==> config.mk <==
export PLATFORM = sky130hd
export DESIGN_NAME = apb_requester_flat
export DESIGN_NICKNAME = d
export VERILOG_FILES = /design/src/rtl/apb_pkg.sv /design/src/rtl/apb_requester_if.sv /design/src/rtl/apb_slave_decoder.sv /design/src/rtl/apb_requester.sv /design/src/flat_wrapper.sv
export SDC_FILE = /design/constraint.sdc
export NUM_CORES = 1
export LEC_CHECK = 0
export CORE_ASPECT_RATIO = 0.5
export CORE_MARGIN = 3
export CORE_UTILIZATION = 35
export DETAILED_ROUTE_END_ITERATION = 10
export GPL_TIMING_DRIVEN = 0
export PLACE_DENSITY = 0.79
export SETUP_SLACK_MARGIN = 0.5
export SYNTH_ARGS = -nofsm -noshare
export SYNTH_HDL_FRONTEND = slang
export SYNTH_HIERARCHICAL = 1
export SYNTH_SLANG_ARGS = --single-unit
==> constraint.sdc <==
create_clock -name PCLK -period 2.19 [get_ports PCLK]
set_input_delay 0.3285 -clock PCLK [delete_from_list [all_inputs] [get_ports PCLK]]
set_output_delay 0.3285 -clock PCLK [all_outputs]
set_load 0.01 [all_outputs]
==> src/rtl/apb_pkg.sv <==
// rtl/apb_pkg.sv - shared types and constants for the APB requester
package apb_pkg;

    typedef enum logic [1:0] {
        IDLE   = 2'd0,
        SETUP  = 2'd1,
        ACCESS = 2'd2,
        RESP   = 2'd3
    } state_t;

    localparam int PROT_PRIV   = 0;
    localparam int PROT_NONSEC = 1;
    localparam int PROT_INSTR  = 2;

    // Field widths sized for the largest supported configuration
    localparam int MAX_ADDR_W = 64;
    localparam int MAX_DATA_W = 32;
    localparam int MAX_STRB_W = MAX_DATA_W / 8;
    localparam int MAX_IDX_W  = 4;

    typedef struct packed {
        logic                  write;
        logic [MAX_ADDR_W-1:0] addr;
        logic [MAX_DATA_W-1:0] wdata;
        logic [MAX_STRB_W-1:0] strb;
        logic [2:0]            prot;
        logic                  nse;
        logic [MAX_IDX_W-1:0]  idx;
    } cmd_t;

endpackage

==> src/rtl/apb_requester_if.sv <==
// rtl/apb_requester_if.sv - APB5 bus signal bundle with requester/completer views
interface apb_requester_if #(
    parameter int ADDR_WIDTH = 32,
    parameter int DATA_WIDTH = 32,
    parameter int NUM_SLAVES = 4
);
    logic [ADDR_WIDTH-1:0]            PADDR;
    logic [2:0]                       PPROT;
    logic                             PNSE;
    logic [NUM_SLAVES-1:0]            PSEL;
    logic                             PENABLE;
    logic                             PWRITE;
    logic [DATA_WIDTH-1:0]            PWDATA;
    logic [DATA_WIDTH/8-1:0]          PSTRB;
    logic                             PWAKEUP;
    logic [NUM_SLAVES-1:0]            PREADY;
    logic [NUM_SLAVES*DATA_WIDTH-1:0] PRDATA;
    logic [NUM_SLAVES-1:0]            PSLVERR;

    modport master (
        output PADDR, PPROT, PNSE, PSEL, PENABLE, PWRITE, PWDATA, PSTRB, PWAKEUP,
        input  PREADY, PRDATA, PSLVERR
    );

    modport slave (
        input  PADDR, PPROT, PNSE, PSEL, PENABLE, PWRITE, PWDATA, PSTRB, PWAKEUP,
        output PREADY, PRDATA, PSLVERR
    );
endinterface

==> src/rtl/apb_slave_decoder.sv <==
// rtl/apb_slave_decoder.sv - completer index decode and per-completer response mux
module apb_slave_decoder
    import apb_pkg::*;
#(
    parameter int ADDR_WIDTH = 32,
    parameter int DATA_WIDTH = 32,
    parameter int NUM_SLAVES = 4,
    parameter int SEL_LSB    = 12
) (
    input  logic [ADDR_WIDTH-1:0]            addr,
    input  logic [MAX_IDX_W-1:0]             sel_idx,
    output logic [MAX_IDX_W-1:0]             idx,
    output logic                             in_range,
    output logic [NUM_SLAVES-1:0]            sel,
    input  logic [NUM_SLAVES-1:0]            pready,
    input  logic [NUM_SLAVES*DATA_WIDTH-1:0] prdata,
    input  logic [NUM_SLAVES-1:0]            pslverr,
    output logic                             pready_sel,
    output logic [DATA_WIDTH-1:0]            prdata_sel,
    output logic                             pslverr_sel
);
    localparam int SEL_W = (NUM_SLAVES > 1) ? $clog2(NUM_SLAVES) : 0;

    logic unused_addr;
    assign unused_addr = ^addr;

    generate
        if (SEL_W > 0) begin : g_field
            assign idx = MAX_IDX_W'(addr[SEL_LSB +: SEL_W]);
        end else begin : g_single
            assign idx = '0;
        end
    endgenerate

    // Extra bit so NUM_SLAVES=16 does not wrap to zero
    assign in_range = ({1'b0, idx} < (MAX_IDX_W + 1)'(NUM_SLAVES));

    // sel decodes the incoming address; the response mux follows the latched index
    always_comb begin
        sel         = '0;
        pready_sel  = 1'b0;
        prdata_sel  = '0;
        pslverr_sel = 1'b0;
        for (int i = 0; i < NUM_SLAVES; i++) begin
            if (idx == MAX_IDX_W'(i)) sel[i] = 1'b1;
            if (sel_idx == MAX_IDX_W'(i)) begin
                pready_sel  = pready[i];
                prdata_sel  = prdata[i*DATA_WIDTH +: DATA_WIDTH];
                pslverr_sel = pslverr[i];
            end
        end
    end
endmodule

==> src/rtl/apb_requester.sv <==
// rtl/apb_requester.sv - valid/ready command to APB5 SETUP/ACCESS transfers with timeout
module apb_requester
    import apb_pkg::*;
#(
    parameter int ADDR_WIDTH     = 32,
    parameter int DATA_WIDTH     = 32,
    parameter int NUM_SLAVES     = 4,
    parameter int SEL_LSB        = 12,
    parameter int TIMEOUT_CYCLES = 16
) (
    input  logic                    PCLK,
    input  logic                    PRESET,
    input  logic                    cmd_valid,
    output logic                    cmd_ready,
    input  logic                    cmd_write,
    input  logic [ADDR_WIDTH-1:0]   cmd_addr,
    input  logic [DATA_WIDTH-1:0]   cmd_wdata,
    input  logic [DATA_WIDTH/8-1:0] cmd_strb,
    input  logic [2:0]              cmd_prot,
    input  logic                    cmd_nse,
    output logic                    rsp_valid,
    input  logic                    rsp_ready,
    output logic [DATA_WIDTH-1:0]   rsp_rdata,
    output logic                    rsp_err,
    output logic                    rsp_timeout,
    apb_requester_if.master         apb
);
    localparam int CW = (TIMEOUT_CYCLES > 1) ? $clog2(TIMEOUT_CYCLES) : 1;
    localparam logic [CW-1:0] TO_LAST = (TIMEOUT_CYCLES > 0) ? CW'(TIMEOUT_CYCLES - 1) : '0;

    state_t                  state_q, state_d;
    cmd_t                    cq;
    logic [NUM_SLAVES-1:0]   psel_q;
    logic                    penable_q, pwakeup_q, wake_d;
    logic [CW-1:0]           cnt_q;
    logic [DATA_WIDTH-1:0]   rsp_rdata_q;
    logic                    rsp_err_q, rsp_timeout_q;
    logic                    accept, done, abort;

    logic [MAX_IDX_W-1:0]    dec_idx;
    logic                    dec_in_range;
    logic [NUM_SLAVES-1:0]   dec_sel;
    logic                    pready_sel, pslverr_sel;
    logic [DATA_WIDTH-1:0]   prdata_sel;

    apb_slave_decoder #(
        .ADDR_WIDTH (ADDR_WIDTH),
        .DATA_WIDTH (DATA_WIDTH),
        .NUM_SLAVES (NUM_SLAVES),
        .SEL_LSB    (SEL_LSB)
    ) u_dec (
        .addr        (cmd_addr),
        .sel_idx     (cq.idx),
        .idx         (dec_idx),
        .in_range    (dec_in_range),
        .sel         (dec_sel),
        .pready      (apb.PREADY),
        .prdata      (apb.PRDATA),
        .pslverr     (apb.PSLVERR),
        .pready_sel  (pready_sel),
        .prdata_sel  (prdata_sel),
        .pslverr_sel (pslverr_sel)
    );

    always_comb begin
        state_d = state_q;
        accept  = 1'b0;
        done    = 1'b0;
        abort   = 1'b0;
        wake_d  = pwakeup_q;
        unique case (state_q)
            IDLE: begin
                wake_d = cmd_valid;
                if (cmd_valid) begin
                    accept  = 1'b1;
                    state_d = dec_in_range ? SETUP : RESP;
                end
            end
            SETUP: state_d = ACCESS;
            ACCESS: begin
                // A late PREADY beats the timeout on the same cycle
                if (pready_sel) begin
                    done    = 1'b1;
                    state_d = RESP;
                end else if (TIMEOUT_CYCLES != 0 && cnt_q == TO_LAST) begin
                    abort   = 1'b1;
                    state_d = RESP;
                end
            end
            RESP: begin
                if (rsp_ready) begin
                    state_d = IDLE;
                    wake_d  = cmd_valid;
                end
            end
            default: state_d = IDLE;
        endcase
    end

    always_ff @(posedge PCLK) begin
        if (!PRESET) begin
            state_q       <= IDLE;
            cq            <= '0;
            psel_q        <= '0;
            penable_q     <= 1'b0;
            pwakeup_q     <= 1'b0;
            cnt_q         <= '0;
            rsp_rdata_q   <= '0;
            rsp_err_q     <= 1'b0;
            rsp_timeout_q <= 1'b0;
        end else begin
            state_q   <= state_d;
            pwakeup_q <= wake_d;
            if (accept) begin
                cq.write      <= cmd_write;
                cq.addr       <= MAX_ADDR_W'(cmd_addr);
                cq.wdata      <= MAX_DATA_W'(cmd_wdata);
                cq.strb       <= cmd_write ? MAX_STRB_W'(cmd_strb) : '0;
                cq.prot       <= cmd_prot;
                cq.nse        <= cmd_nse;
                cq.idx        <= dec_idx;
                psel_q        <= dec_sel;
                rsp_rdata_q   <= '0;
                rsp_err_q     <= !dec_in_range;
                rsp_timeout_q <= 1'b0;
            end
            if (state_q == SETUP) begin
                penable_q <= 1'b1;
                cnt_q     <= '0;
            end
            if (state_q == ACCESS && !pready_sel && !abort) cnt_q <= cnt_q + CW'(1);
            if (done) begin
                psel_q      <= '0;
                penable_q   <= 1'b0;
                rsp_err_q   <= pslverr_sel;
                rsp_rdata_q <= (!cq.write && !pslverr_sel) ? prdata_sel : '0;
            end
            if (abort) begin
                psel_q        <= '0;
                penable_q     <= 1'b0;
                rsp_err_q     <= 1'b1;
                rsp_timeout_q <= 1'b1;
                rsp_rdata_q   <= '0;
            end
        end
    end

    logic unused_cq;
    assign unused_cq = ^cq;

    assign cmd_ready   = (state_q == IDLE) && PRESET;
    assign rsp_valid   = (state_q == RESP);
    assign rsp_rdata   = rsp_rdata_q;
    assign rsp_err     = rsp_err_q;
    assign rsp_timeout = rsp_timeout_q;

    assign apb.PADDR   = cq.addr[ADDR_WIDTH-1:0];
    assign apb.PPROT   = cq.prot;
    assign apb.PNSE    = cq.nse;
    assign apb.PSEL    = psel_q;
    assign apb.PENABLE = penable_q;
    assign apb.PWRITE  = cq.write;
    assign apb.PWDATA  = cq.wdata[DATA_WIDTH-1:0];
    assign apb.PSTRB   = cq.strb[DATA_WIDTH/8-1:0];
    assign apb.PWAKEUP = pwakeup_q;
endmodule

==> src/flat_wrapper.sv <==
// flat-port wrapper written by rule: the top's interface ports become plain ports
module apb_requester_flat import apb_pkg::*;
#(
    parameter int ADDR_WIDTH     = 32,
    parameter int DATA_WIDTH     = 32,
    parameter int NUM_SLAVES     = 4,
    parameter int SEL_LSB        = 12,
    parameter int TIMEOUT_CYCLES = 16
)
  (PCLK, PRESET, cmd_valid, cmd_ready, cmd_write, cmd_addr, cmd_wdata, cmd_strb, cmd_prot, cmd_nse, rsp_valid, rsp_ready, rsp_rdata, rsp_err, rsp_timeout, apb_PADDR, apb_PPROT, apb_PNSE, apb_PSEL, apb_PENABLE, apb_PWRITE, apb_PWDATA, apb_PSTRB, apb_PWAKEUP, apb_PREADY, apb_PRDATA, apb_PSLVERR);
  apb_requester_if #(.ADDR_WIDTH(ADDR_WIDTH), .DATA_WIDTH(DATA_WIDTH), .NUM_SLAVES(NUM_SLAVES)) apb_i ();
  input  logic PCLK;
  input  logic PRESET;
  input  logic cmd_valid;
  output logic cmd_ready;
  input  logic cmd_write;
  input  logic [ADDR_WIDTH-1:0] cmd_addr;
  input  logic [DATA_WIDTH-1:0] cmd_wdata;
  input  logic [DATA_WIDTH/8-1:0] cmd_strb;
  input  logic [2:0] cmd_prot;
  input  logic cmd_nse;
  output logic rsp_valid;
  input  logic rsp_ready;
  output logic [DATA_WIDTH-1:0] rsp_rdata;
  output logic rsp_err;
  output logic rsp_timeout;
  output wire logic [$bits(apb_i.PADDR)-1:0] apb_PADDR;
  output wire logic [$bits(apb_i.PPROT)-1:0] apb_PPROT;
  output wire logic [$bits(apb_i.PNSE)-1:0] apb_PNSE;
  output wire logic [$bits(apb_i.PSEL)-1:0] apb_PSEL;
  output wire logic [$bits(apb_i.PENABLE)-1:0] apb_PENABLE;
  output wire logic [$bits(apb_i.PWRITE)-1:0] apb_PWRITE;
  output wire logic [$bits(apb_i.PWDATA)-1:0] apb_PWDATA;
  output wire logic [$bits(apb_i.PSTRB)-1:0] apb_PSTRB;
  output wire logic [$bits(apb_i.PWAKEUP)-1:0] apb_PWAKEUP;
  input wire logic [$bits(apb_i.PREADY)-1:0] apb_PREADY;
  input wire logic [$bits(apb_i.PRDATA)-1:0] apb_PRDATA;
  input wire logic [$bits(apb_i.PSLVERR)-1:0] apb_PSLVERR;
  assign apb_PADDR = apb_i.PADDR;
  assign apb_PPROT = apb_i.PPROT;
  assign apb_PNSE = apb_i.PNSE;
  assign apb_PSEL = apb_i.PSEL;
  assign apb_PENABLE = apb_i.PENABLE;
  assign apb_PWRITE = apb_i.PWRITE;
  assign apb_PWDATA = apb_i.PWDATA;
  assign apb_PSTRB = apb_i.PSTRB;
  assign apb_PWAKEUP = apb_i.PWAKEUP;
  assign apb_i.PREADY = apb_PREADY;
  assign apb_i.PRDATA = apb_PRDATA;
  assign apb_i.PSLVERR = apb_PSLVERR;
  apb_requester #(.ADDR_WIDTH(ADDR_WIDTH), .DATA_WIDTH(DATA_WIDTH), .NUM_SLAVES(NUM_SLAVES), .SEL_LSB(SEL_LSB), .TIMEOUT_CYCLES(TIMEOUT_CYCLES)) u_core (.PCLK(PCLK), .PRESET(PRESET), .cmd_valid(cmd_valid), .cmd_ready(cmd_ready), .cmd_write(cmd_write), .cmd_addr(cmd_addr), .cmd_wdata(cmd_wdata), .cmd_strb(cmd_strb), .cmd_prot(cmd_prot), .cmd_nse(cmd_nse), .rsp_valid(rsp_valid), .rsp_ready(rsp_ready), .rsp_rdata(rsp_rdata), .rsp_err(rsp_err), .rsp_timeout(rsp_timeout), .apb(apb_i));
endmodule
**Run 1: floorplan with the power grid**

Pins as bars on the die edge.
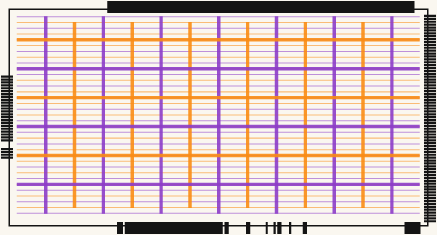
legend:
  purple:
    net: VSS
  orange:
    net: VDD
met4 straps: 13
met1 rails: 35

**Run 1: cells coloured by class**

The bar under the picture is 50 um long.
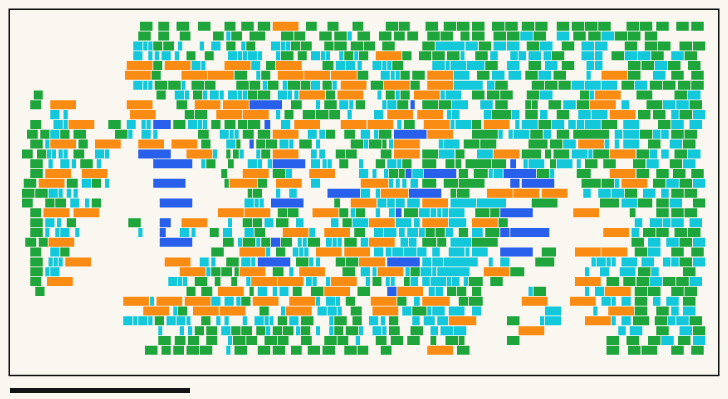
legend:
  blue:
    class: clock drivers and dummy loads
    cells: 32
    share_of_their_area: 5.3%
  orange:
    class: registers
    cells: 123
    share_of_their_area: 23%
  cyan:
    class: remaining logic cells
    cells: 478
    share_of_their_area: 30%
  green:
    class: remaining buffers and delay cells
    cells: 478
    share_of_their_area: 42%

==> out/results.ini, run 1 <==
[run_status]
outcome=finished, final reports clean

[die]
core_region_area_sq_mm=0.0175
die_x_um=196
tapCellCount=234
fp_util_pct=36.1

[cells_and_area]
buffers=478
final_util_pct=62.7
drive_gt1_share_pct=20.6
antenna_cells=0
syn2layout_area_growth_pct=73.7
combGateArea_sq_mm=0.00318
num-nonclk-inverters=5
nonClkBufAreaFrac_pct=40.6
layout_top_cell=clkdlybuf4s50_1
clock_buffers=20
nets=1316
seqCellArea_sq_mm=0.00247
comb_area_share_pct=28.9
nFillCells=1487
fin_cells=1345
fin_area_sq_mm=0.0110
n_sequential_cell=123

[global_routing]
overflow=0
grt_pass1_vias=6322
met2_usage_pct=39.6
grt_max_degree=17
grt_usage_pct=21.6
grtUsageMet1_pct=25.8

[setup_path]
startpoint_type=flop
arrival_ps=2140
crit_cells=8
worst-r2r-cell-count=8
reg2reg_from=u_core/cq[0]
cp_num_buf_inv=3
cp_top_family=AND-OR/OR-AND gates
cp-endpoint=u_core/rsp_rdata[3]
end_kind=flop
crit_fanout=10

[power_and_ir_drop]
p_comb_share_pct=44.4
power.total_w=0.00987
p_int_w=0.00656
ir_worst_vdd_v=0.000595
power_leader=combinational cells
powerSeq_w=0.00278
powerDensity_mw_per_mm2=898
p_leak_nw=4.70
switching_share_pct=33.5
p_seq_share_pct=28.1

[yosys]
top_cell_area_share_pct=38.9
ys_sh_simple_pct=14.5
async_reset_ff_share_pct=0
synth_warnings=6
ys_top_cells_by_count=nand2_1 (160), dfxtp_1 (123), buf_4 (89)
synth.distinct_cells=38
top_area_cell=dfxtp_1
synth.avg_cell_area_sq_um=8.65
synth_seq_share_pct=38.9
post-synth-top-count-cell=nand2_1
ys_sh_adder_pct=0.989

[clock_tree]
post_cts_resized=138
cts_tree=built
post_cts_buffers=16
numCtsBuffers=17
cts_hold_buffers=0
path_clk_slew_ps=60
cts.sinks=123

[worst_hold_path]
hp-class=in -> reg
min_path_cells=4
whs_endpoint=u_core/rsp_rdata[30]

[timing]
worst_slack_ps=345
fmax_mhz=542
timing.final.crit_share_pct=84.3
tns_ps=0

[route]
via_per_inst=4.74
wl_met3_um=1360
routed.top_layer=met4
met1Wirelength_um=9130
dr.pass1.iters=5
wl_um=22700
wl_met2_um=11800
routedWlPerCell_um=16.9

[placed_design]
gp_congestion=0.850
detailed_place_hpwl_um=17500
place_area_sq_mm=0.00999

[flow_run]
warnings=32

**Run 1: clock distribution**

The bar under the picture is 50 um long.
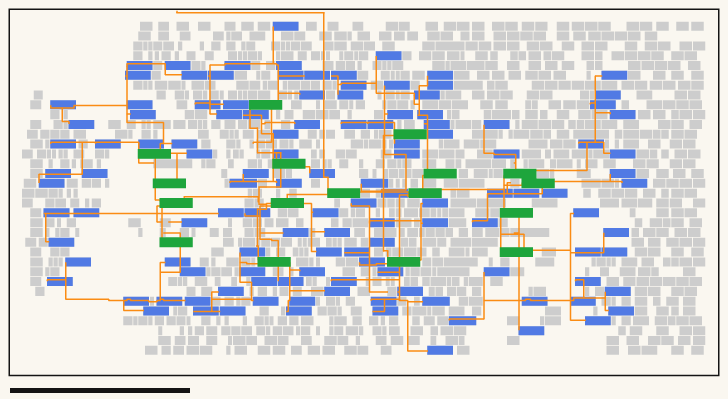
legend:
  green:
    item: clock-net drivers
    count: 17
  orange:
    item: clock wires
    length: 1680 um
  blue:
    item: flip-flops
    count: 123
routed clock nets: 18
Worst Skew: 8.54 ps
clk ins delay skew pair: 400 ps
Clk power: 0.00271 W
clock power share: 27.5%

**Run 1: clock routing**

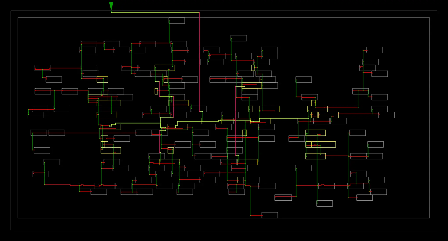

==> run 2, diff against run 1 <==
--- a/config.mk
+++ b/config.mk
@@ -10,7 +10,7 @@
 export CORE_UTILIZATION = 35
 export DETAILED_ROUTE_END_ITERATION = 10
 export GPL_TIMING_DRIVEN = 0
-export PLACE_DENSITY = 0.79
+export PLACE_DENSITY = 0.82
 export SETUP_SLACK_MARGIN = 0.5
 export SYNTH_ARGS = -nofsm -noshare
 export SYNTH_HDL_FRONTEND = slang
==> constraint.sdc (replaced) <==
create_clock -name PCLK -period 1.56 [get_ports PCLK]
set_input_delay 0.234 -clock PCLK [delete_from_list [all_inputs] [get_ports PCLK]]
set_output_delay 0.234 -clock PCLK [all_outputs]
set_load 0.01 [all_outputs]
**Run 2: clock routing**

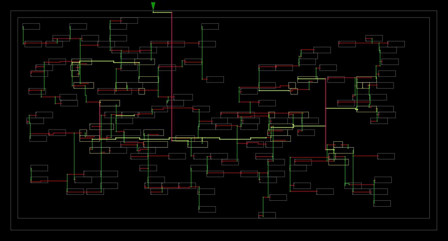
Flops: 123
CTS Buf Count: 17
Clk power: 0.00424 W
clk ins delay skew pair: 420 ps

**Run 2: cells coloured by class**

The bar under the picture is 50 um long.
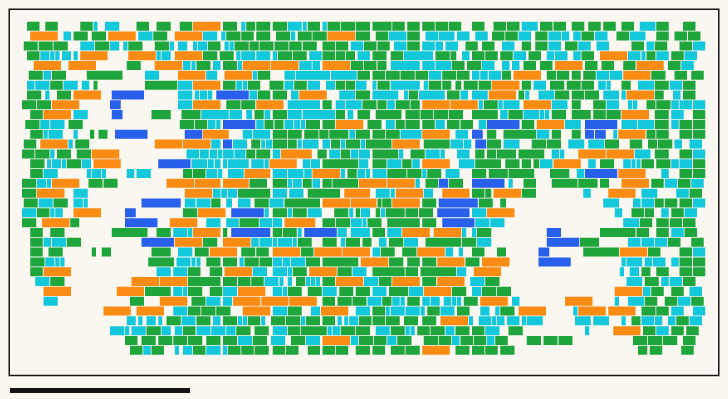
Design Area, Final: 0.0134 sq mm
sequential share of cell area: 19.6%

==> run 2 against run 1 <==
Net effect: die size did not move; the flow now finishes with violations (setup timing); critical path type unchanged; largest power group unchanged; synthesized cell count did not move; worst hold slack got worse by 51 ps.
==> out/results.ini, run 2 <==
[setup_path]
crit_cells=9  ; was 8
startpoint_type=flop  ; unchanged
crit_fanout=8  ; was 10
cp-endpoint=u_core/rsp_rdata[2]  ; was u_core/rsp_rdata[3]
worst-r2r-cell-count=9  ; was 8
cp_top_family=simple AND/OR/NAND/NOR gates  ; was AND-OR/OR-AND gates
end_kind=flop  ; unchanged
arrival_ps=2390  ; was 2140 ps
reg2reg_from=u_core/cq[3]  ; was u_core/cq[0]
cp_num_buf_inv=4  ; was 3

[cells_and_area]
layout_top_cell=buf_6  ; was clkdlybuf4s50_1
comb_area_share_pct=28.7  ; was 28.9%
buffers=546  ; was 478
nets=1385  ; was 1316
combGateArea_sq_mm=0.00384  ; was 0.00318 sq mm
final_util_pct=76.3  ; was 62.7%
drive_gt1_share_pct=55.3  ; was 20.6%
clock_buffers=18  ; was 20
nFillCells=1004  ; was 1487
fin_cells=1415  ; was 1345
antenna_cells=1  ; was 0
num-nonclk-inverters=5  ; unchanged
syn2layout_area_growth_pct=111  ; was 73.7%
nonClkBufAreaFrac_pct=44.7  ; was 40.6%

[timing]
worst_slack_ps=-500  ; was 345 ps
fmax_mhz=486  ; was 542 MHz
tns_ps=-25780  ; was 0 ps
fin_skew_ps=8.78  ; was 8.54 ps
finalSetupViolCount=120  ; was 0

[route]
dr.pass1.iters=5  ; unchanged
wl_met2_um=15900  ; was 11800 um
via_per_inst=5.21  ; was 4.74
routed.top_layer=met4  ; unchanged
drc=0  ; unchanged
wl_met3_um=1980  ; was 1360 um

[power_and_ir_drop]
power_leader=combinational cells  ; unchanged
ir_worst_vdd_v=0.000780  ; was 0.000595 V
power.total_w=0.0185  ; was 0.00987 W
p_seq_share_pct=22.4  ; was 28.1%
clkPwrFrac_pct=22.9  ; was 27.5%
powerDensity_mw_per_mm2=1380  ; was 898 mW/mm^2
switching_share_pct=35.7  ; was 33.5%
p_int_w=0.0119  ; was 0.00656 W
powerSeq_w=0.00413  ; was 0.00278 W
combinationalPower_w=0.0101  ; was 0.00438 W
p_comb_share_pct=54.7  ; was 44.4%

[placed_design]
place_area_sq_mm=0.0101  ; was 0.00999 sq mm
detailed_place_hpwl_um=17200  ; was 17500 um
gp_congestion=0.806  ; was 0.850

[global_routing]
overflow=0  ; unchanged
grt_pass1_vias=7138  ; was 6322
grtUsageMet1_pct=27.0  ; was 25.8%
grt_max_degree=17  ; unchanged
grt_usage_pct=24.5  ; was 21.6%
gr-max-usage-layer=met2  ; unchanged
met2_usage_pct=46.7  ; was 39.6%

[yosys]
ys_sh_simple_pct=14.5  ; unchanged
synth_seq_share_pct=38.9  ; unchanged
async_reset_ff_share_pct=0  ; unchanged
post-synth-top-count-cell=nand2_1  ; unchanged
top_cell_area_share_pct=38.9  ; unchanged
ys_top_cells_by_count=nand2_1 (160), dfxtp_1 (123), buf_4 (89)  ; unchanged
synth_warnings=6  ; unchanged
synth.avg_cell_area_sq_um=8.65  ; unchanged
synth.distinct_cells=38  ; unchanged
top_area_cell=dfxtp_1  ; unchanged

[die]
chipArea_sq_mm=0.0198  ; unchanged
fp_util_pct=36.1  ; unchanged
tapCellCount=234  ; unchanged
die_x_um=196  ; unchanged

[clock_tree]
cts.sinks=123  ; unchanged
post_cts_buffers=36  ; was 16
cts_tree=built  ; unchanged
path_clk_slew_ps=60  ; about the same
post_cts_resized=920  ; was 138
cts_hold_buffers=0  ; unchanged

[run_status]
outcome=complete, but fails checks  ; was finished, final reports clean
violations=setup timing

[flow_run]
warnings=32  ; unchanged

[worst_hold_path]
whs_endpoint=u_core/rsp_rdata[30]  ; unchanged
min_path_cells=4  ; unchanged

**Run 2: floorplan with the power grid**

Pins as bars on the die edge.
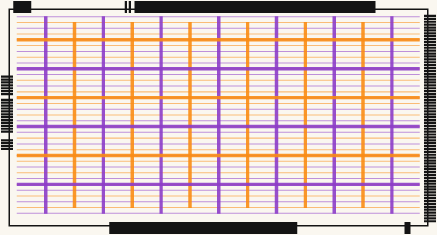

==> run 3, diff against run 2 <==
--- a/config.mk
+++ b/config.mk
@@ -5,12 +5,13 @@
 export SDC_FILE = /design/constraint.sdc
 export NUM_CORES = 1
 export LEC_CHECK = 0
+export ABC_AREA = 1
 export CORE_ASPECT_RATIO = 0.5
 export CORE_MARGIN = 3
 export CORE_UTILIZATION = 35
 export DETAILED_ROUTE_END_ITERATION = 10
 export GPL_TIMING_DRIVEN = 0
-export PLACE_DENSITY = 0.82
+export PLACE_DENSITY = 0.81
 export SETUP_SLACK_MARGIN = 0.5
 export SYNTH_ARGS = -nofsm -noshare
 export SYNTH_HDL_FRONTEND = slang
**Run 3: floorplan with the power grid**

Pins as bars on the die edge.
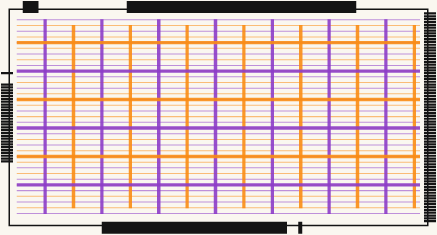
legend:
  orange:
    net: VDD
  purple:
    net: VSS
met1 rails: 35
met4 straps: 14
signal pins: 328
met5 straps: 6
rows: 34
VDD IR-drop max: 0.00116 V
core area: 0.0178 sq mm
Die Width: 199 um

==> run 3 against run 2 <==
Net effect: count of clock-buffer cells in the layout rose by 1; the run still ends with setup timing left; area after synthesis is 3.3% higher; fmax up 3.7%; worst hold slack gained 82 ps; setup slack better by 74 ps.
==> out/results.ini, run 3 <==
[run_status]
outcome=complete, but fails checks  ; unchanged
violations=setup timing  ; unchanged

[placed_design]
detailed_place_hpwl_um=18900  ; was 17200 um
place_area_sq_mm=0.0103  ; was 0.0101 sq mm
gp_congestion=0.899  ; was 0.806

[setup_path]
cp-endpoint=u_core/apb.PSEL[3]  ; was u_core/rsp_rdata[2]
crit_cells=13  ; was 9
worst-r2r-cell-count=13  ; was 9
cp_num_buf_inv=5  ; was 4
startpoint_type=flop  ; unchanged
end_kind=flop  ; unchanged
crit_fanout=8  ; unchanged
cp_top_family=simple AND/OR/NAND/NOR gates  ; unchanged

[global_routing]
grtUsageMet1_pct=32.0  ; was 27.0%
grt_usage_pct=28.0  ; was 24.5%
grt_max_degree=17  ; unchanged
grt_pass1_vias=8636  ; was 7138
met2_usage_pct=50.2  ; was 46.7%
overflow=0  ; unchanged

[cells_and_area]
combGateArea_sq_mm=0.00357  ; was 0.00384 sq mm
syn2layout_area_growth_pct=105  ; was 111%
nets=1620  ; was 1385
layout_top_cell=buf_6  ; unchanged
n_sequential_cell=123  ; unchanged
final_util_pct=75.3  ; was 76.3%
num-nonclk-inverters=63  ; was 5
fin_cells=1649  ; was 1415
comb_area_share_pct=26.6  ; was 28.7%
drive_gt1_share_pct=47.9  ; was 55.3%
seq_share_pct=19.5  ; was 19.6%
fin_area_sq_mm=0.0134  ; about the same
nFillCells=1131  ; was 1004
antenna_cells=0  ; was 1
clock_buffers=19  ; was 18
seqCellArea_sq_mm=0.00262  ; was 0.00261 sq mm

[route]
routed.top_layer=met4  ; unchanged
met1Wirelength_um=12500  ; was 11500 um
wl_met2_um=16100  ; was 15900 um
wl_um=33800  ; was 30700 um
drc=0  ; unchanged

[worst_hold_path]
min_path_cells=3  ; was 4
hp-class=in -> reg  ; unchanged
whs_endpoint=u_core/cnt_q[1]  ; was u_core/rsp_rdata[30]

[die]
fp_util_pct=36.7  ; was 36.1%
chipArea_sq_mm=0.0205  ; was 0.0198 sq mm
tapCellCount=234  ; unchanged

[power_and_ir_drop]
power_leader=combinational cells  ; unchanged
p_comb_share_pct=57.3  ; was 54.7%
combinationalPower_w=0.0117  ; was 0.0101 W
p_leak_nw=6.09  ; was 5.52 nW
powerDensity_mw_per_mm2=1520  ; was 1380 mW/mm^2
p_int_w=0.0126  ; was 0.0119 W
p_seq_share_pct=21.9  ; was 22.4%

[timing]
fmax_mhz=504  ; was 486 MHz
worst_slack_ps=-426  ; was -500 ps
timing.final.crit_share_pct=127  ; was 132%
finalSetupViolCount=73  ; was 120
tns_ps=-17550  ; was -25780 ps

[yosys]
synth.avg_cell_area_sq_um=6.89  ; was 8.65 sq um
post-synth-top-count-cell=nand3_1  ; was nand2_1
top_area_cell=dfxtp_1  ; unchanged

[clock_tree]
path_clk_slew_ps=60  ; about the same
numCtsBuffers=17  ; unchanged
cts_hold_buffers=0  ; unchanged
post_cts_buffers=51  ; was 36
cts_tree=built  ; unchanged
post_cts_resized=970  ; was 920

**Run 3: clock distribution**

The bar under the picture is 50 um long.
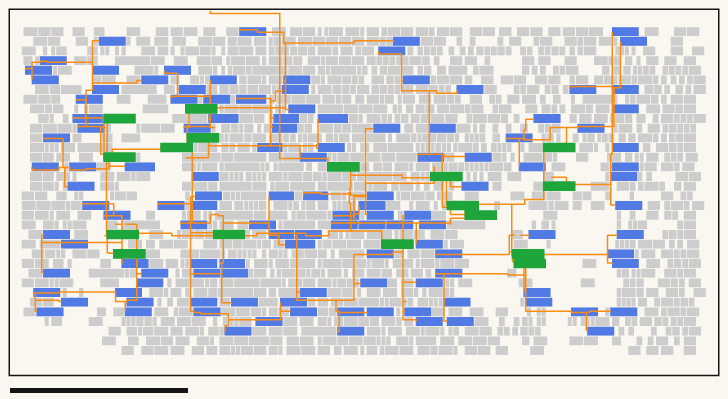
legend:
  blue:
    item: flip-flops
    count: 123
  green:
    item: clock-net drivers
    count: 17
  orange:
    item: clock wires
    length: 1790 um
routed clock nets: 18
flops lie: widely spread
Worst Skew: 14.0 ps
clock power share: 20.8%
Clk power: 0.00426 W

Power and IR drop assume default switching activity.
